Run 1, met4 routing:
(2 px per µm)
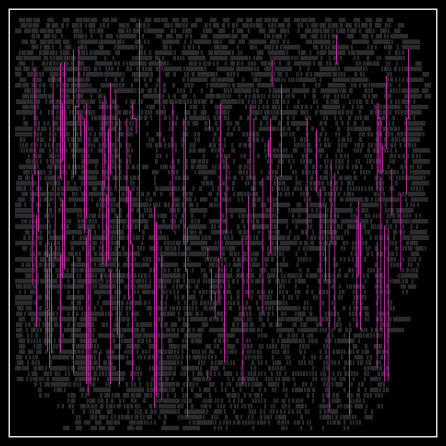
Run 1, zoomed window:
Region (150, 43) to (170, 63) µm. Cells in grey, sequential cells in the stronger grey; small squares are vias.
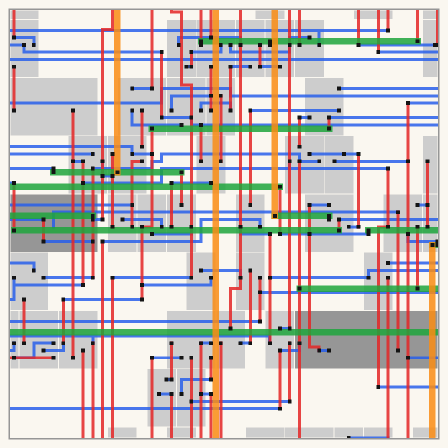
Run 1, signal wires by layer:
(2 px per µm)
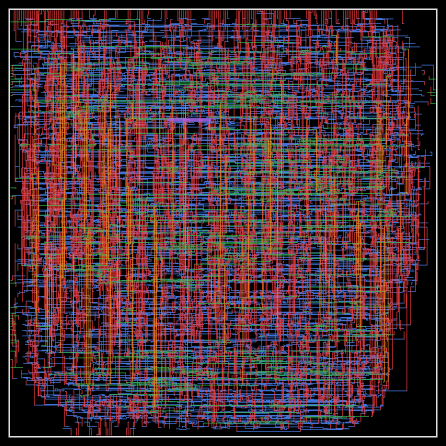
## config.mk

```make
export PLATFORM = sky130hd
export DESIGN_NAME = exe_muldiv_flat
export DESIGN_NICKNAME = d
export VERILOG_FILES = /design/src/rtl/exe_muldiv_if.sv /design/src/rtl/exe_muldiv.sv /design/src/flat_wrapper.sv
export SDC_FILE = /design/constraint.sdc
export NUM_CORES = 1
export LEC_CHECK = 0
export ABC_AREA = 1
export CORE_MARGIN = 2
export CORE_UTILIZATION = 50
export CTS_CLUSTER_DIAMETER = 60
export DETAILED_ROUTE_END_ITERATION = 12
export PLACE_DENSITY = 0.71
export SYNTH_ARGS = -nofsm -noshare
export SYNTH_HDL_FRONTEND = slang
export SYNTH_SLANG_ARGS = --single-unit
export TNS_END_PERCENT = 20
```

## constraint.sdc

```tcl
create_clock -name clk -period 9.5 [get_ports clk]
set_input_delay 1.9 -clock clk [delete_from_list [all_inputs] [get_ports clk]]
set_output_delay 1.9 -clock clk [all_outputs]
set_load 0.03 [all_outputs]
```

## src/rtl/exe_muldiv_if.sv

```systemverilog
// Execute-stage multiply/divide port bundle: E-stage instruction and operands in,
// stall request and HI/LO read data out.
interface exe_muldiv_if;
    logic        flush;
    logic [31:0] Instr_E;
    logic [31:0] RS_E;
    logic [31:0] RT_E;
    logic [5:0]  EXE_In_EXC;
    logic        stall_md;
    logic [31:0] hilo_rdata;
    logic [31:0] hi_o;
    logic [31:0] lo_o;

    modport slave (
        input  flush, Instr_E, RS_E, RT_E, EXE_In_EXC,
        output stall_md, hilo_rdata, hi_o, lo_o
    );

    modport master (
        output flush, Instr_E, RS_E, RT_E, EXE_In_EXC,
        input  stall_md, hilo_rdata, hi_o, lo_o
    );
endinterface

```

## src/rtl/exe_muldiv.sv

```systemverilog
// Iterative MULT/MULTU/DIV/DIVU unit owning HI/LO; 32 iterations per op, stalls
// the front of the pipe while busy, and serves MTHI/MTLO/MFHI/MFLO.
module exe_muldiv (
    input  logic         clk,
    input  logic         rst,
    exe_muldiv_if.slave  bus
);
    localparam logic [5:0] F_MFHI = 6'h10;
    localparam logic [5:0] F_MTHI = 6'h11;
    localparam logic [5:0] F_MFLO = 6'h12;
    localparam logic [5:0] F_MTLO = 6'h13;

    typedef enum logic [1:0] {S_IDLE, S_BUSY, S_DONE} state_t;

    state_t      r_state, w_state_nx;
    logic [4:0]  r_cnt;
    logic [31:0] r_hi, r_lo;
    logic [31:0] r_a, r_b, r_rs;
    logic [31:0] r_acc_hi, r_acc_lo;
    logic        r_div, r_neg_q, r_neg_r;

    logic [5:0]  w_funct;
    logic        w_special, w_noexc, w_valid, w_is_md, w_start, w_signed;
    logic [31:0] w_rs_mag, w_rt_mag;
    logic [32:0] w_mul_sum;
    logic [32:0] w_div_sh;
    logic [33:0] w_div_diff;
    logic        w_div_ok;
    logic [31:0] w_hi_nx, w_lo_nx;
    logic [63:0] w_prod, w_prod_s;
    logic [31:0] w_fin_hi, w_fin_lo;
    logic        w_last;

    assign w_funct   = bus.Instr_E[5:0];
    assign w_special = (bus.Instr_E[31:26] == 6'd0);
    assign w_noexc   = (bus.EXE_In_EXC == 6'd0);
    assign w_valid   = w_special && w_noexc && !bus.flush;
    assign w_is_md   = (w_funct[5:2] == 4'b0110);
    assign w_start   = w_valid && (r_state == S_IDLE) && w_is_md;
    assign w_signed  = !w_funct[0];
    assign w_rs_mag  = (w_signed && bus.RS_E[31]) ? -bus.RS_E : bus.RS_E;
    assign w_rt_mag  = (w_signed && bus.RT_E[31]) ? -bus.RT_E : bus.RT_E;
    assign w_last    = (r_state == S_BUSY) && (r_cnt == 5'd31);

    assign bus.stall_md   = !rst && !bus.flush && ((r_state == S_BUSY) || w_start);
    assign bus.hi_o       = r_hi;
    assign bus.lo_o       = r_lo;

    always_comb begin
        bus.hilo_rdata = 32'd0;
        if (w_special && w_noexc) begin
            if (w_funct == F_MFHI)      bus.hilo_rdata = r_hi;
            else if (w_funct == F_MFLO) bus.hilo_rdata = r_lo;
        end
    end

    always_ff @(posedge clk or posedge rst) begin
        if (rst) r_state <= S_IDLE;
        else     r_state <= w_state_nx;
    end

    always_comb begin
        w_state_nx = r_state;
        case (r_state)
            S_IDLE:  if (w_start) w_state_nx = S_BUSY;
            S_BUSY:  if (r_cnt == 5'd31) w_state_nx = S_DONE;
            S_DONE:  w_state_nx = S_IDLE;
            default: w_state_nx = S_IDLE;
        endcase
        if (bus.flush) w_state_nx = S_IDLE;
    end

    // Multiply: shift-add with the multiplier draining out of acc_lo as the
    // product fills in from the top. Divide: restoring, quotient shifts into acc_lo.
    assign w_mul_sum  = {1'b0, r_acc_hi} + (r_acc_lo[0] ? {1'b0, r_a} : 33'd0);
    assign w_div_sh   = {r_acc_hi, r_acc_lo[31]};
    assign w_div_diff = {1'b0, w_div_sh} - {2'b00, r_b};
    assign w_div_ok   = !w_div_diff[33];

    always_comb begin
        if (r_div) begin
            w_hi_nx = w_div_ok ? w_div_diff[31:0] : w_div_sh[31:0];
            w_lo_nx = {r_acc_lo[30:0], w_div_ok};
        end else begin
            w_hi_nx = w_mul_sum[32:1];
            w_lo_nx = {w_mul_sum[0], r_acc_lo[31:1]};
        end
    end

    assign w_prod   = {w_hi_nx, w_lo_nx};
    assign w_prod_s = r_neg_q ? -w_prod : w_prod;

    always_comb begin
        if (!r_div) begin
            w_fin_hi = w_prod_s[63:32];
            w_fin_lo = w_prod_s[31:0];
        end else if (r_b == 32'd0) begin
            w_fin_hi = r_rs;
            w_fin_lo = 32'hFFFF_FFFF;
        end else begin
            // 0x80000000 / -1 falls out naturally: |q|=0x80000000 negates to itself
            w_fin_hi = r_neg_r ? -w_hi_nx : w_hi_nx;
            w_fin_lo = r_neg_q ? -w_lo_nx : w_lo_nx;
        end
    end

    always_ff @(posedge clk or posedge rst) begin
        if (rst) begin
            r_cnt    <= 5'd0;
            r_a      <= 32'd0;
            r_b      <= 32'd0;
            r_rs     <= 32'd0;
            r_acc_hi <= 32'd0;
            r_acc_lo <= 32'd0;
            r_div    <= 1'b0;
            r_neg_q  <= 1'b0;
            r_neg_r  <= 1'b0;
        end else if (w_start) begin
            r_cnt    <= 5'd0;
            r_a      <= w_rs_mag;
            r_b      <= w_rt_mag;
            r_rs     <= bus.RS_E;
            r_acc_hi <= 32'd0;
            r_acc_lo <= w_funct[1] ? w_rs_mag : w_rt_mag;
            r_div    <= w_funct[1];
            r_neg_q  <= w_signed && (bus.RS_E[31] ^ bus.RT_E[31]);
            r_neg_r  <= w_signed && bus.RS_E[31];
        end else if (r_state == S_BUSY) begin
            r_cnt    <= r_cnt + 5'd1;
            r_acc_hi <= w_hi_nx;
            r_acc_lo <= w_lo_nx;
        end
    end

    always_ff @(posedge clk or posedge rst) begin
        if (rst) begin
            r_hi <= 32'd0;
            r_lo <= 32'd0;
        end else if (w_last && !bus.flush) begin
            r_hi <= w_fin_hi;
            r_lo <= w_fin_lo;
        end else if (w_valid && (r_state == S_IDLE)) begin
            if (w_funct == F_MTHI) r_hi <= bus.RS_E;
            if (w_funct == F_MTLO) r_lo <= bus.RS_E;
        end
    end
endmodule

```

## src/flat_wrapper.sv

```systemverilog
// flat-port wrapper written by rule: the top's interface ports become plain ports
module exe_muldiv_flat 
  (clk, rst, bus_flush, bus_Instr_E, bus_RS_E, bus_RT_E, bus_EXE_In_EXC, bus_stall_md, bus_hilo_rdata, bus_hi_o, bus_lo_o);
  exe_muldiv_if bus_i ();
  input  logic clk;
  input  logic rst;
  input wire logic [$bits(bus_i.flush)-1:0] bus_flush;
  input wire logic [$bits(bus_i.Instr_E)-1:0] bus_Instr_E;
  input wire logic [$bits(bus_i.RS_E)-1:0] bus_RS_E;
  input wire logic [$bits(bus_i.RT_E)-1:0] bus_RT_E;
  input wire logic [$bits(bus_i.EXE_In_EXC)-1:0] bus_EXE_In_EXC;
  output wire logic [$bits(bus_i.stall_md)-1:0] bus_stall_md;
  output wire logic [$bits(bus_i.hilo_rdata)-1:0] bus_hilo_rdata;
  output wire logic [$bits(bus_i.hi_o)-1:0] bus_hi_o;
  output wire logic [$bits(bus_i.lo_o)-1:0] bus_lo_o;
  assign bus_i.flush = bus_flush;
  assign bus_i.Instr_E = bus_Instr_E;
  assign bus_i.RS_E = bus_RS_E;
  assign bus_i.RT_E = bus_RT_E;
  assign bus_i.EXE_In_EXC = bus_EXE_In_EXC;
  assign bus_stall_md = bus_i.stall_md;
  assign bus_hilo_rdata = bus_i.hilo_rdata;
  assign bus_hi_o = bus_i.hi_o;
  assign bus_lo_o = bus_i.lo_o;
  exe_muldiv u_core (.clk(clk), .rst(rst), .bus(bus_i));
endmodule
```

==> summary.txt, run 1 <==
flow finished, numbers: average size of a mapped cell 6.07 µm², die area 45400 µm², cts bufs inserted 31, f_max 136 MHz, MaxCap Viol Count 0, initial antenna violation count 4, # nets final 3879, share of cells above drive strength 1 5.96%, leading area contributor after synthesis dfrtp_1, Post-CTS Setup Bufs 0, Die H 213 µm, Most common reg cell dfrtp_1, Clock transition at path regs 0.06 ns, sequential fraction of the synthesis area 26.7%, fraction of registers with async set/reset 100%, Rows 76, CTS Hold Buffers Added 0, Arr. time, crit path 5.48 ns, slew margin rel. 17.1%, Tool Warnings 49, TritonCTS clock tree built, Critical Path Start Type primary input, Area Overhead vs Synth 14.3%, post-CTS resize count 0, root buffer cell clkbuf_16, Met2 Wirelength 37100 µm, outcome finished, final reports clean, Cell Area, Synth 21900 µm², clock sinks 233, smallest hold slack 0.480 ns, Ports 202, Power Total 3.18 mW, Die W 213 µm, CP max stage delay 0.96 ns, Cell variety after synth 60, vias per cell 5.68, GRT Overall Usage 38.2%, Slew @ Worst Pin 1.24 ns, Max Root-Sink Buffers 3
Notes on 'met4 routing' above:
The longest straight run is 106 µm. The layer carries 4730 µm of wire. The layer holds 5.4% of the routed length. 85 nets have wire on it. The wires run mostly vertical.
wirelength, routed: 86900 µm
vias: 24500

Notes on 'zoomed window' above:
Key: M4 = orange; M2 = red; M3 = green; M1 = blue
Most frequent: nand2_1 (16), nand3_1 (11), inv_1 (4). Sequential cells in the window: 1. 36 logic cells have their middle in the window. Netlist names of flops here include `u_core.r_acc_hi` (1).

Notes on 'signal wires by layer' above:
Key: M3 = green [wire length 8120 µm]; M2 = red [wire length 37.1 mm]; M5 = purple [wire length 20.2 µm]; M1 = blue [wire length 36.9 mm]; M4 = orange [wire length 4730 µm]

## run 1: per-layer routing
layer	GRT usage (%)	vias to the layer above
li1	-	11800
met1	54.2	11300
met2	56.3	1271
met3	6.05	212
met4	18.5	2
met5	0	-
## run 1: state kept, by name (all words and copies together), names as in the netlist
| name | count |
|---|---|
| u_core.bus.hi_o | 32 |
| u_core.bus.lo_o | 32 |
| u_core.r_a | 31 |
| u_core.r_acc_hi | 32 |
| u_core.r_acc_lo | 32 |
| u_core.r_b | 32 |
| u_core.r_cnt | 5 |
| u_core.r_div | 1 |
| u_core.r_neg_q | 1 |
| u_core.r_neg_r | 1 |
| u_core.r_rs | 32 |
| u_core.r_state | 2 |
## run 1: power by group
group / total [mW] / internal [mW] / switching [mW]
Combinational: 0.914 / 0.274 / 0.640
Sequential: 1.07 / 1.03 / 0.0440
Clock: 1.19 / 0.692 / 0.501
## run 1: kinds of logic (layout without fill, tap and decap cells)
kind of cell             count (synthesis)  count (layout)  share of synthesized area [%]
AND-OR/OR-AND                          583             583                           14.8
XOR/XNOR                                90              90                           3.61
adder cells (fa/ha/maj)                 72              72                           4.19
buffers and inverters                  638             763                           11.8
flip-flops                             233             233                           26.7
other                                    0               2                              0
AND/OR/NAND/NOR                       1983            1983                           38.9
## run 1: worst register-to-register path: cells and delay by family, from the launching register on
kind          cells  cell delay, ns
fa+ha+maj         2            0.61
buf+inv           1            0.18
flops             1            0.47
simple gates     26            4.45
## run 1: final cells by class
type                       instances  area (µm²)
timing repair buffer             213        2050
sequential                       233        5840
tap                              585         732
antenna                            2        5.00
fill                            4432       18100
multi-input combinational       2728       13500
clock inverter                    11         148
inverter                         495        1870
clock buffer                      44         865
## run 1: worst paths after layout
kind | start | to | slack (ns) | cells past startpoint
max reg2reg | u_core.r_acc_hi[1] | u_core.bus.hi_o[22] | 3.71 | 29
max in group asynchronous | rst | u_core.bus.lo_o[13] | 6.20 | 3
min in group asynchronous | rst | u_core.bus.lo_o[5] | 1.93 | 2
min | u_core.r_a[2] | u_core.r_a[2] | 0.48 | 2
max | bus_Instr_E[1] | bus_hilo_rdata[29] | 2.12 | 7
min reg2reg | u_core.r_a[2] | u_core.r_a[2] | 0.48 | 2
## run 1: cells in the final DEF (no fill, tap or decap), drive strengths merged, types with 20 or more instances in the layout
cell type and n:
xnor2 27, a21oi 168, o211ai 48, xor2 63, ha 70, nor2 293, clkbuf 44, o21ai 297
nor4 20, buf 32, nand3 283, dfrtp 233, clkdlybuf4s50 181, inv 497, o22ai 24, nand2 1268
nor3 38, nand4 44
## run 1: metrics by stage
step / area (µm²) / worst slack, ns / cells / utilization, %
after floorplan: 21900 / 1.21 / 3599 / -
after global placement: 24000 / 2.20 / 4254 / 55.6
after detailed placement: 24000 / 2.16 / 4254 / 55.6
after CTS: 25000 / 2.16 / 4309 / 58.0
after global routing: 25000 / 1.87 / 4309 / 58.0
final: 25000 / 2.12 / 4311 / 58.0
==> run 2, diff against run 1 <==
--- a/config.mk
+++ b/config.mk
@@ -10,7 +10,7 @@
 export CORE_UTILIZATION = 50
 export CTS_CLUSTER_DIAMETER = 60
 export DETAILED_ROUTE_END_ITERATION = 12
-export PLACE_DENSITY = 0.71
+export PLACE_DENSITY = 0.74
 export SYNTH_ARGS = -nofsm -noshare
 export SYNTH_HDL_FRONTEND = slang
 export SYNTH_SLANG_ARGS = --single-unit
==> constraint.sdc (replaced) <==
create_clock -name clk -period 6.2 [get_ports clk]
set_input_delay 1.24 -clock clk [delete_from_list [all_inputs] [get_ports clk]]
set_output_delay 1.24 -clock clk [all_outputs]
set_load 0.03 [all_outputs]
==> run 2 against run 1 <==
Effect of this change:
- die size did not move
- clock power rose by 79%
- combinational power rose by 51%
- sequential cell count did not move
- utilization rose by 0.41 points
- area after synthesis did not move
- worst setup slack got worse by 1.1 ns
- critical path depth fell by 1
- hold slack got worse by 0.0055 ns
- sequential power rose by 52%
- clock skew rose by 0.0056 ns
- critical endpoint is now bus_hilo_rdata[13]
==> summary.txt, run 2 <==
flow finished, numbers: Die W 213 µm (unchanged), outcome finished, final reports clean, top logic cell by instance count in the layout nand2_1, Rows 76 (unchanged), Tool Warnings 49 (unchanged), Most common reg cell dfrtp_1, crit path from bus_Instr_E[0], Cell Area, Synth 21900 µm² (unchanged), average size of a mapped cell 6.07 µm² (unchanged), clock sinks 233 (unchanged), vias 24600 (+0.45%), sequential fraction of the synthesis area 26.7% (unchanged), die area 45400 µm² (unchanged), Final Cell Area 25200 µm² (+0.71%), Worst Min Path Start u_core.r_a[4], # nets final 3883 (+0.10%), Arr. time, crit path 3.90 ns (-1.58 ns), placed insts 4255 (+0.024%), dpl ws 1.08 ns (-1.08 ns), Post-CTS Setup Bufs 0 (unchanged), GRT Overall Usage 36.9% (-1.3 points), root buffer cell clkbuf_16, Max Root-Sink Buffers 3 (unchanged), initial antenna violation count 2 (-2), Slew @ Worst Pin 1.19 ns (-0.0562 ns)
[run 2: cell types whose count changed in the layout (fill, tap and decap cells not counted), moves of 2 or more]
| cell | change |
|---|---|
| buf_4 | +14 |
| bufinv_16 | +4 |
| clkbuf_1 | -5 |
| clkbuf_16 | +4 |
| clkbuf_8 | -2 |
| clkdlybuf4s50_1 | -14 |
| clkinv_2 | +5 |
| clkinv_4 | +2 |
| inv_6 | -2 |
[run 2: cell type report]
type,instances,area share [%]
Antenna cell,1,0.00994
Clock buffer,41,3.65
Clock inverter,20,1.16
Inverter,495,7.40
Multi-Input combinational cell,2728,53.6
Sequential cell,233,23.2
Tap cell,585,2.91
Timing Repair Buffer,214,8.09
[run 2: worst paths after layout]
check,endpoint,depth (start not counted)
max in group asynchronous,u_core.r_div,3
max,bus_hilo_rdata[13],6
min,u_core.r_a[4],2
min in group asynchronous,u_core.r_state[1],3
max reg2reg,u_core.bus.hi_o[20],32
min reg2reg,u_core.r_a[4],2
[run 2: per-layer routing]
metal  part of all wire, %  vias up  GRT usage [%]
met3                   9.7      266           6.19
li1                      -    11800              -
met2                    42     1330           54.8
met1                    41    11300           50.8
met5                 0.016        -              0
met4                   6.7        2           20.7
[run 2: tightest hold or removal path, stage by stage, from the launching register on]
cell and delay (ns):
dfrtp_1 0.35, nand2_1 0.05, nand2_1 0.04
[run 2: per-stage QoR]
stage          hold WS (ns)  utilization (%)
6_report              0.475             58.4
5_1_grt               0.486             58.4
4_1_cts               0.472             58.4
3_5_place_dp          0.458             55.6
3_3_place_gp          0.453             55.6
2_1_floorplan         0.442                -
[run 2: cell families (layout without fill, tap and decap cells)]
kind of cell	Yosys count	count (layout)	synth area share (%)
compound gates	583	583	14.8
flops	233	233	26.7
other cells	0	1	0
simple gates	1983	1983	38.9
fa+ha+maj	72	72	4.19
xor+xnor	90	90	3.61
buf+inv	638	770	11.8
[run 2: power by group]
group          total [mW]  switching (mW)  leakage (nW)  internal [mW]
Sequential           1.63          0.0612          2.78           1.57
Combinational        1.38           0.964          9.76          0.417
Clock                2.13           0.808         0.587           1.32
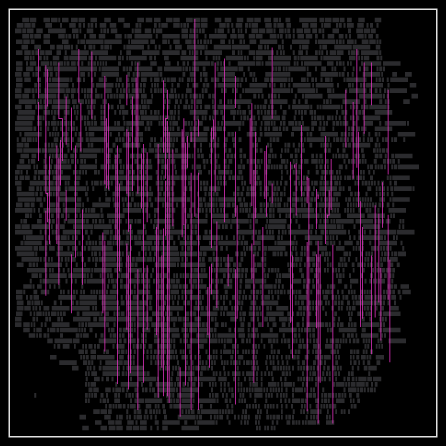
Run 2: met4 routing
(2 px per µm)
The layer carries 5560 µm of wire. The layer holds 6.7% of the routed length. The longest straight run is 135 µm. The wires run mostly vertical. 106 nets have wire on it.

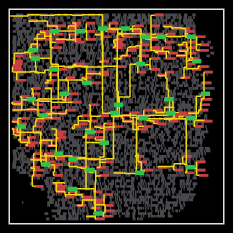
Run 2: clock distribution
(1 px per µm)
Key: clock-net drivers = green [count 34]; clock wires = yellow [length 3830 µm]; flip-flops = red [count 233]
There are 35 routed clock nets.
Clock Skews: 0.0175 ns
Clk pwr share: 41.4%
Clk Latency, worst-skew pair: 0.55 ns
Clock Power: 2.13 mW

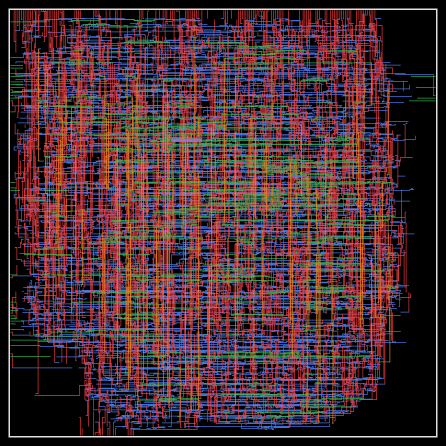
Run 2: signal wires by layer
(2 px per µm)
Key: M2 = red [wire length 35.4 mm]; M3 = green [wire length 8100 µm]; M4 = orange [wire length 5560 µm]; M5 = purple [wire length 13.8 µm]; M1 = blue [wire length 34.4 mm]

Power is estimated from default activity; no workload was simulated.
